$ cat src/rtl/gf2m_mult_pkg.sv
// Shared definitions for the digit-serial GF(2)[x] multiplier.
//   state_t    : controller states (IDLE, MUL, RED, DONE)
//   calc_k     : number of multiply cycles, ceil(m/d)
//   calc_r     : number of reduction cycles, ceil((m-1)/d)
//   clmul_md   : reference carryless product of an operand and a d-bit digit.
//                It works at a fixed maximum width, so callers slice off the
//                low m+d-1 bits they need.
package gf2m_mult_pkg;

    typedef enum logic [1:0] {
        IDLE = 2'd0,
        MUL  = 2'd1,
        RED  = 2'd2,
        DONE = 2'd3
    } state_t;

    localparam int CLMUL_MAX_W = 64;

    function automatic int calc_k(input int m, input int d);
        return (m + d - 1) / d;
    endfunction

    function automatic int calc_r(input int m, input int d);
        return (m + d - 2) / d;
    endfunction

    function automatic logic [2*CLMUL_MAX_W-2:0] clmul_md(
        input logic [CLMUL_MAX_W-1:0] a,
        input logic [CLMUL_MAX_W-1:0] digit,
        input int                     d
    );
        logic [2*CLMUL_MAX_W-2:0] p;
        p = '0;
        for (int j = 0; j < CLMUL_MAX_W; j++) begin
            if (j < d && digit[j]) begin
                p = p ^ ((2*CLMUL_MAX_W-1)'(a) << j);
            end
        end
        return p;
    endfunction

endpackage

$ cat src/rtl/gf2m_digit_serial_mult_clmul.sv
// Combinational M x D carryless multiplier.
//   a     : M-bit multiplicand
//   digit : D-bit slice of the multiplier
//   p     : M+D-1 bit carryless product
// One row of ANDed partial products per digit bit, each row shifted to its
// weight, then all rows XOR-folded together.
module gf_clmul_digit #(
    parameter int M = 8,
    parameter int D = 2
) (
    input  logic [M-1:0]   a,
    input  logic [D-1:0]   digit,
    output logic [M+D-2:0] p
);

    localparam int W = M + D - 1;

    logic [W-1:0] row [D];
    logic [W-1:0] p_acc;

    for (genvar gi = 0; gi < D; gi++) begin : g_row
        assign row[gi] = W'(a & {M{digit[gi]}}) << gi;
    end

    always_comb begin
        p_acc = '0;
        for (int j = 0; j < D; j++) begin
            p_acc = p_acc ^ row[j];
        end
    end

    assign p = p_acc;

endmodule

$ cat src/rtl/gf2m_digit_serial_mult.sv
// Digit-serial GF(2)[x] multiplier with optional reduction modulo x^M + poly.
//   clk, rst_n          : clock and asynchronous active-low reset
//   in_valid/in_ready   : operand handshake (a, b, poly, red_en latched on accept)
//   out_valid/out_ready : result handshake; y held stable until taken
//   y                   : raw 2M-1 bit product, or zero-extended M-bit residue
// The multiplier b is consumed D bits per cycle, least significant digit first.
// Reduction folds D of the high degrees per cycle, top degree first.
module gf2m_digit_serial_mult
    import gf2m_mult_pkg::*;
#(
    parameter int M = 8,
    parameter int D = 2
) (
    input  logic           clk,
    input  logic           rst_n,
    input  logic           in_valid,
    output logic           in_ready,
    input  logic [M-1:0]   a,
    input  logic [M-1:0]   b,
    input  logic [M-1:0]   poly,
    input  logic           red_en,
    output logic           out_valid,
    input  logic           out_ready,
    output logic [2*M-2:0] y
);

    localparam int K  = calc_k(M, D);
    localparam int R  = calc_r(M, D);
    localparam int YW = 2 * M - 1;
    localparam int PW = M + D - 1;
    // Wide enough that shifting a digit product by any digit offset never
    // loses bits before truncation to the accumulator width.
    localparam int WW = PW + D * K;
    localparam int CW = $clog2(((K > R) ? K : R) + 1);

    state_t          state_q, state_d;
    logic [M-1:0]    a_q, a_d;
    logic [M-1:0]    b_q, b_d;
    logic [M-1:0]    poly_q, poly_d;
    logic            red_en_q, red_en_d;
    logic [YW-1:0]   acc_q, acc_d;
    logic [CW-1:0]   cnt_q, cnt_d;

    logic [PW-1:0]   clmul_p;
    logic [WW-1:0]   clmul_shifted;
    logic [YW-1:0]   mul_acc;
    logic [YW-1:0]   red_poly;
    logic [YW-1:0]   red_acc;

    // b_q is shifted right after every digit, so the current digit is always
    // its low D bits and digits past the top of b read as zero.
    gf_clmul_digit #(
        .M(M),
        .D(D)
    ) u_clmul (
        .a     (a_q),
        .digit (b_q[D-1:0]),
        .p     (clmul_p)
    );

    assign clmul_shifted = WW'(clmul_p) << (D * int'(cnt_q));
    assign mul_acc       = acc_q ^ YW'(clmul_shifted);
    assign red_poly      = YW'({1'b1, poly_q});

    // One reduction cycle: clear degrees 2M-2-D*cnt down to that minus D-1,
    // never below M. Bits are visited high-to-low so a fold that sets a lower
    // bit inside the same window is cleared in the same cycle.
    always_comb begin
        int deg;
        deg     = 0;
        red_acc = acc_q;
        for (int t = 0; t < D; t++) begin
            deg = (2 * M - 2) - D * int'(cnt_q) - t;
            if (deg >= M) begin
                if (red_acc[deg]) begin
                    red_acc = red_acc ^ (red_poly << (deg - M));
                end
            end
        end
    end

    always_comb begin
        state_d  = state_q;
        a_d      = a_q;
        b_d      = b_q;
        poly_d   = poly_q;
        red_en_d = red_en_q;
        acc_d    = acc_q;
        cnt_d    = cnt_q;
        case (state_q)
            IDLE: begin
                if (in_valid) begin
                    a_d      = a;
                    b_d      = b;
                    poly_d   = poly;
                    red_en_d = red_en;
                    acc_d    = '0;
                    cnt_d    = '0;
                    state_d  = MUL;
                end
            end
            MUL: begin
                acc_d = mul_acc;
                b_d   = b_q >> D;
                if (cnt_q == CW'(K - 1)) begin
                    cnt_d   = '0;
                    state_d = red_en_q ? RED : DONE;
                end else begin
                    cnt_d = cnt_q + CW'(1);
                end
            end
            RED: begin
                acc_d = red_acc;
                if (cnt_q == CW'(R - 1)) begin
                    cnt_d   = '0;
                    state_d = DONE;
                end else begin
                    cnt_d = cnt_q + CW'(1);
                end
            end
            DONE: begin
                if (out_ready) begin
                    state_d = IDLE;
                end
            end
            default: state_d = IDLE;
        endcase
    end

    always_ff @(posedge clk or negedge rst_n) begin
        if (!rst_n) begin
            state_q  <= IDLE;
            a_q      <= '0;
            b_q      <= '0;
            poly_q   <= '0;
            red_en_q <= 1'b0;
            acc_q    <= '0;
            cnt_q    <= '0;
        end else begin
            state_q  <= state_d;
            a_q      <= a_d;
            b_q      <= b_d;
            poly_q   <= poly_d;
            red_en_q <= red_en_d;
            acc_q    <= acc_d;
            cnt_q    <= cnt_d;
        end
    end

    assign in_ready  = (state_q == IDLE);
    assign out_valid = (state_q == DONE);
    // Partial accumulator contents are never exposed on y.
    assign y         = (state_q == DONE) ? acc_q : '0;

endmodule

$ cat config.mk
export PLATFORM = sky130hd
export DESIGN_NAME = gf2m_digit_serial_mult
export DESIGN_NICKNAME = d
export VERILOG_FILES = /design/src/rtl/gf2m_mult_pkg.sv /design/src/rtl/gf2m_digit_serial_mult_clmul.sv /design/src/rtl/gf2m_digit_serial_mult.sv
export SDC_FILE = /design/constraint.sdc
export NUM_CORES = 1
export LEC_CHECK = 0
export ABC_CLOCK_PERIOD_IN_PS = 5600
export CAP_MARGIN = 20
export CORE_UTILIZATION = 40
export DETAILED_ROUTE_END_ITERATION = 12
export GPL_ROUTABILITY_DRIVEN = 0
export PLACE_DENSITY = 0.68
export REMOVE_ABC_BUFFERS = 1
export SLEW_MARGIN = 15
export SYNTH_ARGS = -nofsm -noshare
export SYNTH_HDL_FRONTEND = slang
export SYNTH_SLANG_ARGS = --single-unit
$ cat constraint.sdc
create_clock -name clk -period 5.6 [get_ports clk]
set_input_delay 0.56 -clock clk [delete_from_list [all_inputs] [get_ports clk]]
set_output_delay 0.56 -clock clk [all_outputs]
set_load 0.01 [all_outputs]
Figure 1. Nets reached from selected ports.
Drawn at 4 px/um.
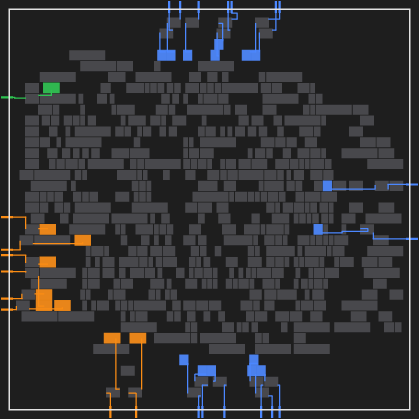
| color | port | direction | edge | end cells | buffers | wire |
|---|---|---|---|---|---|---|
| blue | y | output | 7 north, 6 south, 2 east | 15 | 15 | 181 um |
| green | red_en | input | west | 1 | 1 | 8.20 um |
| orange | a | input | 6 west, 2 south | 8 | 8 | 98.4 um |

Figure 2. Layout detail.
Region (65, 65) to (85, 85) um. Cells in gray, sequential cells in the stronger gray; small squares are vias.
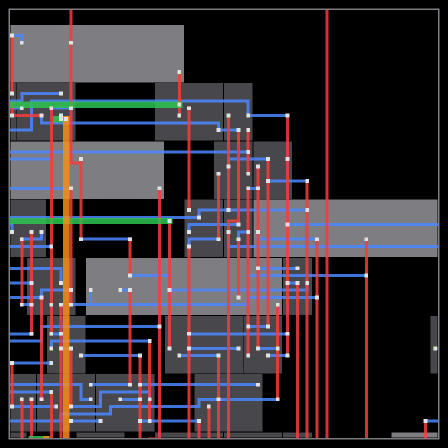
| color | layer |
|---|---|
| orange | met4 |
| blue | met1 |
| red | met2 |
| green | met3 |
most frequent: dfrtp_1 (4), nand2_1 (3), nor3_1 (3)
netlist names of flops here include: acc_q (3), poly_q (1)
sequential cells in the window: 4
cells with their middle in the window: 19

Figure 3. The metal 2 layer.
Drawn at 4 px/um. Cells faint in the background.
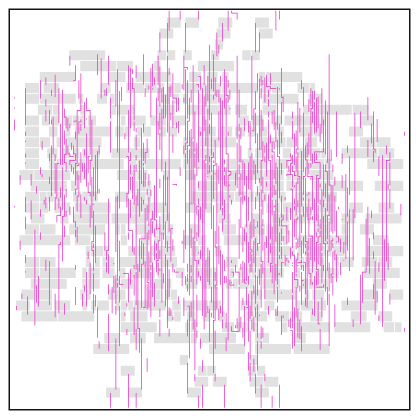
wire length on this layer: 4,900 um
longest straight run: 56.8 um
share of all routed wire: 46%
main direction: vertical
met2 track demand over resource: 0.346
Final Routed Wirelength: 10.7 mm
DR vias: 3,670

Figure 4. Metal layers overlaid.
Drawn at 6 px/um. Two of the layers only.
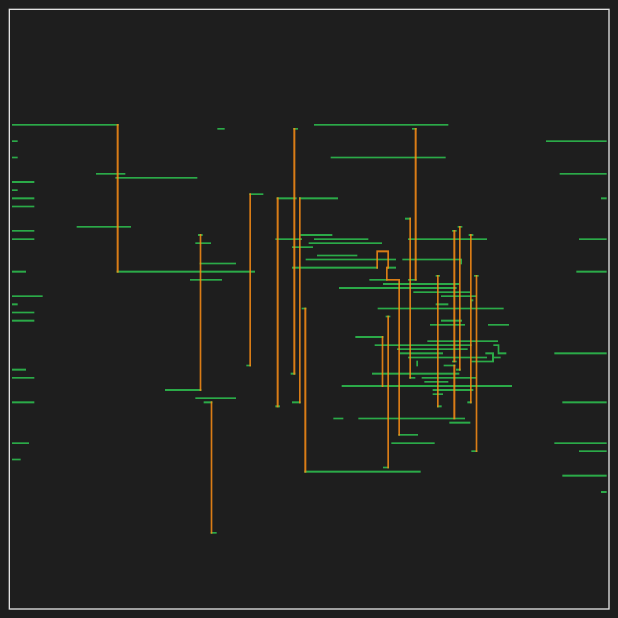
| color | layer | wire length |
|---|---|---|
| orange | met4 | 493 um |
| green | met3 | 633 um |
final routed wire length divided by cell count: 17.2 um
global-route usage over all layers: 0.218

==> tab_implementation.tex <==
% Table of physical implementation metrics
\begin{tabular}{lr}
\hline
Metric & Value \\
\hline
\multicolumn{2}{l}{\textbf{Run status}} \\
Result of the run & complete, no violations \\
\multicolumn{2}{l}{\textbf{GRT}} \\
Number of antenna violations at the first check in global routing & 0 \\
Most Crowded Layer GR & met2 \\
Vias in the first global route & 3,372 \\
\multicolumn{2}{l}{\textbf{Layout}} \\
Seq cells & 45 \\
Final nets & 530 \\
Non-CTS buffers & 47 \\
Dominant kind of cell by area & logic gates \\
Commonest non-fill, non-tap cell in the layout & nand2\_1 \\
Synthesis-to-layout area growth & 15.4\% \\
\multicolumn{2}{l}{\textbf{Placement}} \\
Cell total after placement & 614 \\
Detailed Place HPWL & 7.66 mm \\
\multicolumn{2}{l}{\textbf{Timing}} \\
Unrepaired setup endpoints after global routing & no \\
Post-route clock period utilization & 0.660 \\
Final critical delay including setup and external delays & 3.70 ns \\
\multicolumn{2}{l}{\textbf{Yosys}} \\
Synth cell count leaders & nand2\_1 (58), dfrtp\_1 (45), nor2\_1 (39), o21ai\_0 (36), a21oi\_1 (24) \\
Post-synthesis cell type with the largest instance count & nand2\_1 \\
And-or/or-and share of the synthesized area & 0.216 \\
Library cell with the largest summed area after synthesis & dfrtp\_1 \\
Basic Gates by Area & 0.220 \\
Instance count of the mapped netlist & 469 \\
Post-synthesis adder-cell area fraction & 0.0314 \\
\multicolumn{2}{l}{\textbf{Setup path}} \\
Critical path required time & 5.80 ns \\
Reg-to-reg critical path startpoint & cnt\_q[1]\$\_DFFE\_PN0P\_ \\
Number of cells on the worst reg-to-reg path & 11 \\
Biggest fanout along the worst timing path & 32 \\
Cell seen most often among critical-path stages & ha\_1 \\
Buffering stage count on the worst path with inverters included & 1 \\
Critical path launch point type & flop \\
Worst R2R End & acc\_q[9]\$\_DFFE\_PN0P\_ \\
\multicolumn{2}{l}{\textbf{Detailed routing}} \\
Highest routing layer actually used & met4 \\
Met2 Wirelength & 4.90 mm \\
Drt first-iter violations & 294 \\
\multicolumn{2}{l}{\textbf{Power}} \\
Power per Cell Area & 590 mW/mm\^{}2 \\
Leakage Power & 1.72 nW \\
\multicolumn{2}{l}{\textbf{Die}} \\
Initial Util & 0.413 \\
Top-level port count & 46 \\
Num tapcells & 129 \\
\multicolumn{2}{l}{\textbf{Clock tree}} \\
Gates resized, CTS repair & 0 \\
H-tree depth & 2 \\
Insertion delay of the later-clocked pin in the worst-skew pair & 0.33 ns \\
Clk buf depth & 2 \\
\hline
\end{tabular}
worst reg2reg max path: cells and delay by family, from the launching register on:
family / cells / cell delay, ns
compound gates: 4 / 1.15
flops: 1 / 1.05
fa+ha+maj: 2 / 0.78
simple gates: 4 / 0.52
buf+inv: 1 / 0.06
sequential cells by signal (all words and copies together) (netlist names):
name	count
a_q	8
acc_q	15
b_q	8
cnt_q	3
poly_q	8
red_en_q	1
state_q	2
how the worst max path moves through the flow:
stage,start,to,slack [ns],depth (start not counted)
6_report,cnt_q[1]$_DFFE_PN0P_,acc_q[9]$_DFFE_PN0P_,1.90,11
4_1_cts,cnt_q[1]$_DFFE_PN0P_,acc_q[9]$_DFFE_PN0P_,2.00,11
3_3_place_gp,cnt_q[1]$_DFFE_PN0P_,acc_q[9]$_DFFE_PN0P_,2.08,11
2_1_floorplan,cnt_q[0]$_DFFE_PN0P_,acc_q[12]$_DFFE_PN0P_,2.02,10
5_1_grt,cnt_q[1]$_DFFE_PN0P_,acc_q[12]$_DFFE_PN0P_,1.63,10
3_5_place_dp,cnt_q[1]$_DFFE_PN0P_,acc_q[9]$_DFFE_PN0P_,2.05,11
stage by stage:
step | hold slack (ns) | power, W | instance area (um^2)
2_1_floorplan | 0.264 | 0.00185 | 3690
3_3_place_gp | 0.488 | 0.00230 | 4310
3_5_place_dp | 0.496 | 0.00233 | 4310
4_1_cts | 0.345 | 0.00257 | 4410
5_1_grt | 0.376 | 0.00279 | 4410
6_report | 0.320 | 0.00260 | 4410
power by group:
group | leakage (nW) | internal [W] | switching, W
clock | 0.0478 | 0.000102 | 0.000133
combinational | 1.12 | 0.000675 | 0.000987
sequential | 0.561 | 0.000460 | 0.000242
total | 1.72 | 0.00124 | 0.00136
Power is estimated from default activity; no workload was simulated.
